Placement by cell class:
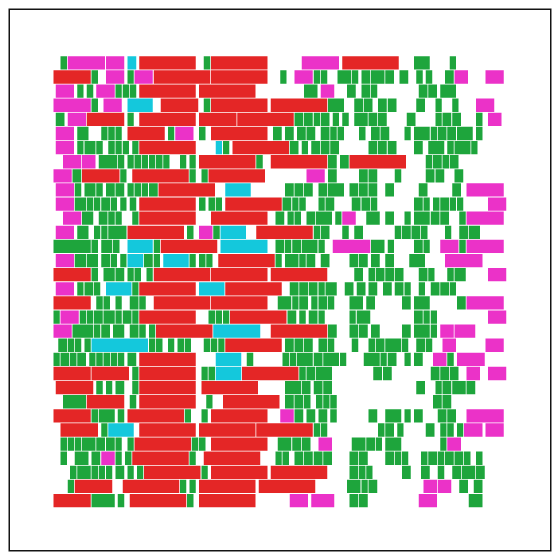
Sequential cells colored by netlist name:
Bar = 20 um. Other sequential cells in the stronger gray, the rest of the logic in the fainter gray.
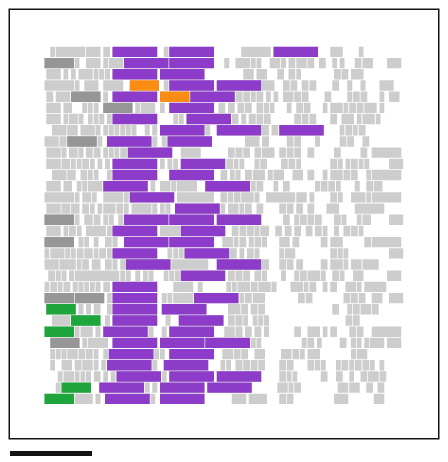
Metal layers overlaid:
Bar = 20 um.
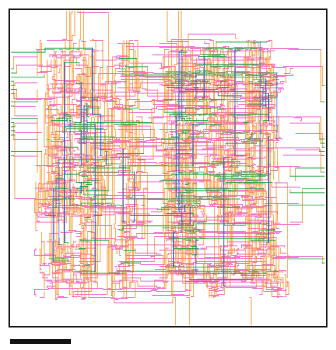
--- src/rtl/pht_pkg.sv ---
// pht_pkg: shared widths, FSM states and counter arithmetic for the PHT controller
package pht_pkg;
   localparam int PHT_IDX_W = 5;
   localparam int PHT_CTR_W = 2;
   localparam logic [PHT_CTR_W-1:0] INIT_CTR = 2'b01;
   typedef enum logic {INIT, RUN} pht_state_e;
   function automatic logic [PHT_CTR_W-1:0] sat_upd(input logic [PHT_CTR_W-1:0] ctr, input logic taken);
      sat_upd = taken ? ((ctr == '1) ? ctr : ctr + 1'b1) : ((ctr == '0) ? ctr : ctr - 1'b1);
   endfunction
endpackage

--- src/rtl/pht_ctr_ctrl_ram.sv ---
// qpram_32x2: 32x2 LUTRAM, three async read ports and one sync write port, no reset
module qpram_32x2
   import pht_pkg::*;
(
   input  logic                 clk,
   input  logic                 cen_i,
   input  logic                 wen_i,
   input  logic [PHT_IDX_W-1:0] aw_i,
   input  logic [PHT_CTR_W-1:0] di_i,
   input  logic [PHT_IDX_W-1:0] a0_i,
   input  logic [PHT_IDX_W-1:0] a1_i,
   input  logic [PHT_IDX_W-1:0] a2_i,
   output logic [PHT_CTR_W-1:0] do0_o,
   output logic [PHT_CTR_W-1:0] do1_o,
   output logic [PHT_CTR_W-1:0] do2_o
);
   logic [PHT_CTR_W-1:0] mem_q [2**PHT_IDX_W];
   // single write port; reads see the pre-write value during the write cycle
   always_ff @(posedge clk)
      if (cen_i && wen_i) mem_q[aw_i] <= di_i;
   assign do0_o = mem_q[a0_i];
   assign do1_o = mem_q[a1_i];
   assign do2_o = mem_q[a2_i];
endmodule

--- src/rtl/pht_ctr_ctrl.sv ---
// pht_ctr_ctrl: clears the counter table, arbitrates two updaters and serves three lookups
module pht_ctr_ctrl
   import pht_pkg::*;
(
   input  logic                 clk,
   input  logic                 rst,
   input  logic                 clr_i,
   output logic                 init_busy_o,
   input  logic [PHT_IDX_W-1:0] lk_idx0_i,
   input  logic [PHT_IDX_W-1:0] lk_idx1_i,
   input  logic [PHT_IDX_W-1:0] lk_idx2_i,
   output logic [PHT_CTR_W-1:0] lk_ctr0_o,
   output logic [PHT_CTR_W-1:0] lk_ctr1_o,
   output logic [PHT_CTR_W-1:0] lk_ctr2_o,
   input  logic [1:0]           up_valid_i,
   output logic [1:0]           up_ready_o,
   input  logic [PHT_IDX_W-1:0] up_idx0_i,
   input  logic [PHT_IDX_W-1:0] up_idx1_i,
   input  logic [1:0]           up_taken_i,
   input  logic [PHT_CTR_W-1:0] up_ctr0_i,
   input  logic [PHT_CTR_W-1:0] up_ctr1_i
);
   pht_state_e           state_q, state_d;
   logic [PHT_IDX_W-1:0] sweep_q, sweep_d;
   logic                 rr_q, rr_d;
   logic                 s1_v_q, s1_v_d;
   logic [PHT_IDX_W-1:0] s1_idx_q, s1_idx_d;
   logic                 s1_tk_q, s1_tk_d;
   logic [PHT_CTR_W-1:0] s1_base_q, s1_base_d;
   logic [PHT_CTR_W-1:0] s1_new, sel_ctr, di, rd0, rd1, rd2;
   logic [PHT_IDX_W-1:0] sel_idx, aw;
   logic [1:0]           gnt;
   logic                 run, we;
   assign s1_new = sat_upd(s1_base_q, s1_tk_q);
   // grant, next state and write-port mux; clear overrides any grant or pending write
   always_comb begin
      run       = state_q == RUN;
      gnt       = (run && !clr_i) ? ((up_valid_i == 2'b11) ? (rr_q ? 2'b10 : 2'b01) : up_valid_i) : 2'b00;
      sel_idx   = gnt[1] ? up_idx1_i : up_idx0_i;
      sel_ctr   = gnt[1] ? up_ctr1_i : up_ctr0_i;
      state_d   = clr_i ? INIT : (!run && sweep_q == '1) ? RUN : state_q;
      sweep_d   = (clr_i || run) ? '0 : sweep_q + 1'b1;
      rr_d      = |gnt ? gnt[0] : rr_q;
      s1_v_d    = |gnt;
      s1_idx_d  = sel_idx;
      s1_tk_d   = gnt[1] ? up_taken_i[1] : up_taken_i[0];
      s1_base_d = (s1_v_q && s1_idx_q == sel_idx) ? s1_new : sel_ctr;
      we        = run ? (s1_v_q && !clr_i) : 1'b1;
      aw        = run ? s1_idx_q : sweep_q;
      di        = run ? s1_new : INIT_CTR;
   end
   // state, sweep pointer, round-robin pointer and S1 update stage
   always_ff @(posedge clk) begin
      if (rst) begin
         state_q   <= INIT;
         sweep_q   <= '0;
         rr_q      <= 1'b0;
         s1_v_q    <= 1'b0;
         s1_idx_q  <= '0;
         s1_tk_q   <= 1'b0;
         s1_base_q <= '0;
      end else begin
         state_q   <= state_d;
         sweep_q   <= sweep_d;
         rr_q      <= rr_d;
         s1_v_q    <= s1_v_d;
         s1_idx_q  <= s1_idx_d;
         s1_tk_q   <= s1_tk_d;
         s1_base_q <= s1_base_d;
      end
   end
   qpram_32x2 u_ram (
      .clk   (clk),
      .cen_i (1'b1),
      .wen_i (we),
      .aw_i  (aw),
      .di_i  (di),
      .a0_i  (lk_idx0_i),
      .a1_i  (lk_idx1_i),
      .a2_i  (lk_idx2_i),
      .do0_o (rd0),
      .do1_o (rd1),
      .do2_o (rd2)
   );
   assign up_ready_o  = gnt;
   assign init_busy_o = !run;
   assign lk_ctr0_o   = run ? rd0 : INIT_CTR;
   assign lk_ctr1_o   = run ? rd1 : INIT_CTR;
   assign lk_ctr2_o   = run ? rd2 : INIT_CTR;
endmodule

--- config.mk ---
export PLATFORM = sky130hd
export DESIGN_NAME = pht_ctr_ctrl
export DESIGN_NICKNAME = d
export VERILOG_FILES = /design/src/rtl/pht_pkg.sv /design/src/rtl/pht_ctr_ctrl_ram.sv /design/src/rtl/pht_ctr_ctrl.sv
export SDC_FILE = /design/constraint.sdc
export NUM_CORES = 1
export LEC_CHECK = 0
export ABC_AREA = 1
export CORE_MARGIN = 8
export CORE_UTILIZATION = 62
export DETAILED_ROUTE_END_ITERATION = 8
export GPL_ROUTABILITY_DRIVEN = 1
export PLACE_DENSITY = 0.83
export SLEW_MARGIN = 10
export SYNTH_ARGS = -nofsm -noshare
export SYNTH_HDL_FRONTEND = slang
export SYNTH_SLANG_ARGS = --single-unit
--- constraint.sdc ---
create_clock -name clk -period 3.15 [get_ports clk]
set_input_delay 0.63 -clock clk [delete_from_list [all_inputs] [get_ports clk]]
set_output_delay 0.63 -clock clk [all_outputs]
set_load 0.1 [all_outputs]
==> results.sh <==
# implementation run metrics
export IMPL_ff2ff_path_depth=6
export IMPL_synth_top_cells_by_count="nor2_1, o21ai_0, nand2_1"
export IMPL_cp_end_kind="output pin"
export IMPL_r2r_start="run"
export IMPL_ys_flops=80
export IMPL_preCtsSetupSlack_ps=101
export IMPL_postCtsSetupBuffers=0
export IMPL_powerDensity_mw_per_mm2=398
export IMPL_slew_headroom_pct=33.3
export IMPL_drv_cap=0
export IMPL_place_gp_congestion=0.985
export IMPL_cts_resized=0
export IMPL_slowest_delay_ps=590
export IMPL_drc_errors=0
export IMPL_port_buffers=44
export IMPL_status="finished, final reports clean"
export IMPL_regToRegSetupSlack_ps=1020
export IMPL_clkLatencyLatePin_ps=350
export IMPL_flop_cell="edfxtp_1"
export IMPL_holdPathStages=1
export IMPL_syn_inst=620
export IMPL_synthArstFlopShare_pct=0
export IMPL_cts_made_buffers=9
export IMPL_final_layout_size_suffix_gt1_share_pct=8.41
export IMPL_slowest_stage="clkdlybuf4s50_1"
export IMPL_drt_iter0_markers=467
export IMPL_ir_drop_uv=418
export IMPL_drtAntennaViolNets=0
export IMPL_cp_cell_sequence="clkdlybuf4s50_1, buf_4, nand2_1, o21ai_0, a21oi_1, a21oi_1, nand2_1, nand3_1, nand2_1, nor2_2, buf_12"
export IMPL_htree_levels=3
export IMPL_overflow=0
export IMPL_die_w_um=104
export IMPL_synth_top_cell_area_share_pct=40.0
export IMPL_final_cells=768
export IMPL_startpoint_type="input port"
export IMPL_fin_ws_ps=99.0
export IMPL_area_growth_pct=19.2
export IMPL_final_nets=699
export IMPL_synth_area_per_cell_um2=7.75
export IMPL_grt_pass1_vias=4576
export IMPL_diodes=0
export IMPL_cts_root_buf="clkbuf_8"
export IMPL_enable_flop_cells=64
export IMPL_ys_types=26
export IMPL_cts_tree="done"
export IMPL_critical_path_required_ps=2520
export IMPL_yosysSeqAreaShare_pct=46.7
export IMPL_clkTransAtPathRegs_ps=80
export IMPL_chip_area_mm2=0.0108
export IMPL_die_y_um=104
export IMPL_rsz0062_at_grt="no"
export IMPL_slew_viol_final=0
export IMPL_skew_ps=14.3
export IMPL_placed_cells=752
export IMPL_crit_type="input port to output pin"
export IMPL_ys_chip_area_mm2=0.00480
export IMPL_finalHoldViolations=0
export IMPL_setup_viol=0
export IMPL_tightest_slew_ps=998
export IMPL_finalClockPeriodUsage_pct=96.9
export IMPL_cp_common_cell="nand2_1"
export IMPL_leakage_uw=0.00216
export IMPL_core_area_mm2=0.00761
export IMPL_topCellsByArea="edfxtp_1, o21ai_0, nor2_1"
export IMPL_path_max_fanout=12
export IMPL_viasPerCell=6.49
export IMPL_synth_nets=658
export IMPL_io_pin_count=45
export IMPL_cts_sinks=80
export IMPL_final_min_clock_period_ps=3050
export IMPL_synth_area_mm2=0.00480
export IMPL_fmax_mhz=328
export IMPL_ys_cells=620
export IMPL_fp_util_pct=63.2
export IMPL_setup_tns_ps=0
export IMPL_rr_endpoint="u_ram.mem_q[14][1]"
export IMPL_grt_max_degree=49
export IMPL_hold_path_endpoint="sweep_q[0]"
export IMPL_postCtsHoldBufs=0
export IMPL_first_pass_iters=5
export IMPL_tool_warnings=26
export IMPL_yosysWarnings=0
export IMPL_dp_hpwl_um=10900
export IMPL_arrival_ps=2420
export IMPL_yosysTopAreaCell="edfxtp_1"
export IMPL_yosysMostFrequentCell="nor2_1"
export IMPL_hp_start="sweep_q[0]"
export IMPL_antenna_found_initial=0
export IMPL_cts_buffer_depth=2
export IMPL_hp_class="flip-flop to flip-flop"
export IMPL_grt_pass1_wl_um=24200
About 'placement by cell class':
Key: clock drivers and dummy loads = cyan [cells 16, share of their area 4.2%]; other buffers and delay cells = magenta [cells 63, share of their area 12%]; flops = red [cells 80, share of their area 40%]; combinational and other logic = green [cells 507, share of their area 43%]
register fraction of the total cell area: 39.2%
final core occ: 75.3%
Rows: 32
post-route cell area: 0.00573 mm2

About 'sequential cells colored by netlist name':
Key: `s1_base_q` = orange [sequential cells 2]; `sweep_q` = green [sequential cells 5, where bottom left]; `u_ram.mem_q` = purple [sequential cells 64, where a vertical strip down the middle]
Seq. pwr: 1140 uW
Flop area: 0.00224 mm2

About 'metal layers overlaid':
Key: metal 3 = green [wire length 1660 um]; metal 4 = blue [wire length 714 um]; metal 2 = orange [wire length 7240 um]; metal 1 = magenta [wire length 5640 um]
via count: 4987
DR WL/cell: 19.9 um
All-Layer GR Usage: 27.8%
Routed Wire Length: 15300 um

-- how the worst max path moves through the flow --
stage | start | endpoint | cells after the start
floorplan | lk_idx2_i[0] | lk_ctr2_o[1] | 9
global placement | lk_idx1_i[0] | lk_ctr1_o[1] | 11
detailed placement | lk_idx1_i[1] | lk_ctr1_o[1] | 9
CTS | lk_idx1_i[1] | lk_ctr1_o[1] | 9
global route | lk_idx0_i[0] | lk_ctr0_o[1] | 11
finish | lk_idx2_i[0] | lk_ctr2_o[1] | 11
-- placed cells by master, fill, tap and decap left out, types with 2 or more instances in the layout --
cell type | Yosys | layout
a21oi_1 | 50 | 50
ha_1 | 2 | 2
buf_12 | 0 | 10
nand3_1 | 56 | 56
nand2_2 | 2 | 2
o21ai_0 | 87 | 87
nand2_1 | 81 | 81
o211ai_1 | 16 | 16
dfxtp_1 | 16 | 16
nor2_1 | 113 | 110
clkbuf_8 | 0 | 10
clkdlybuf4s50_1 | 0 | 34
clkbuf_16 | 0 | 2
nand3_2 | 2 | 2
edfxtp_1 | 64 | 64
nand4_1 | 7 | 7
nor2_2 | 1 | 4
inv_1 | 60 | 59
buf_4 | 0 | 16
o221ai_1 | 22 | 22
-- layer usage --
| layer | GRT usage (%) | wire length [um] | share of wire (%) |
|---|---|---|---|
| met4 | 15.0 | 714 | 4.7 |
| met3 | 5.39 | 1660 | 11 |
| met1 | 34.6 | 5640 | 37 |
| met5 | 0 | 0 | 0 |
| met2 | 44.6 | 7240 | 47 |
-- registers in the layout, indices dropped and copies added (netlist names) --
signal and cells:
sweep_q 5, run 1, s1_v_q 1, s1_tk_q 1
s1_base_q 2, u_ram.mem_q 64, rr_q 1, s1_idx_q 5
-- layout make-up --
cell class / count / area [um2]
clock inverters: 3 / 43.8
fillers: 551 / 1880
flip-flops and latches: 80 / 2240
multi-input cells: 446 / 2190
repair buffers: 63 / 699
inverters: 61 / 234
clock buffers: 13 / 191
well taps: 102 / 128
-- per-stage QoR --
stage               utilization, %  hold slack [ps]  instance area, um2  power, uW
global route                  75.3              492                5730       2340
finish                        75.3              477                5730       2280
CTS                           75.1              484                5710       2260
floorplan                        -              430                4810       1330
global placement              72.0              453                5480       1430
detailed placement            72.0              463                5480       1440
-- report_power, final --
group	leakage [uW]	switching (uW)	internal, uW	total, uW
Clock	0.000120	366	485	851
Sequential	0.000566	7.09	1130	1140
Combinational	0.00148	173	117	290
Total	0.00216	546	1730	2280
-- worst max-delay path: cells and delay by family --
kind	cells	cell delay, ps
AND-OR/OR-AND	3	390
AND/OR/NAND/NOR	5	390
buffers and inverters	3	1000
-- kinds of logic (layout without fill, tap and decap cells) --
| family | Yosys count | in the layout | share of synthesized area (%) |
|---|---|---|---|
| AND-OR/OR-AND | 177 | 177 | 21.1 |
| adder cells (fa/ha/maj) | 2 | 2 | 0.521 |
| buffers and inverters | 94 | 140 | 7.94 |
| flip-flops | 80 | 80 | 46.7 |
| AND/OR/NAND/NOR | 267 | 267 | 23.8 |
No activity file was given, so power comes from the tool's default toggle rates.
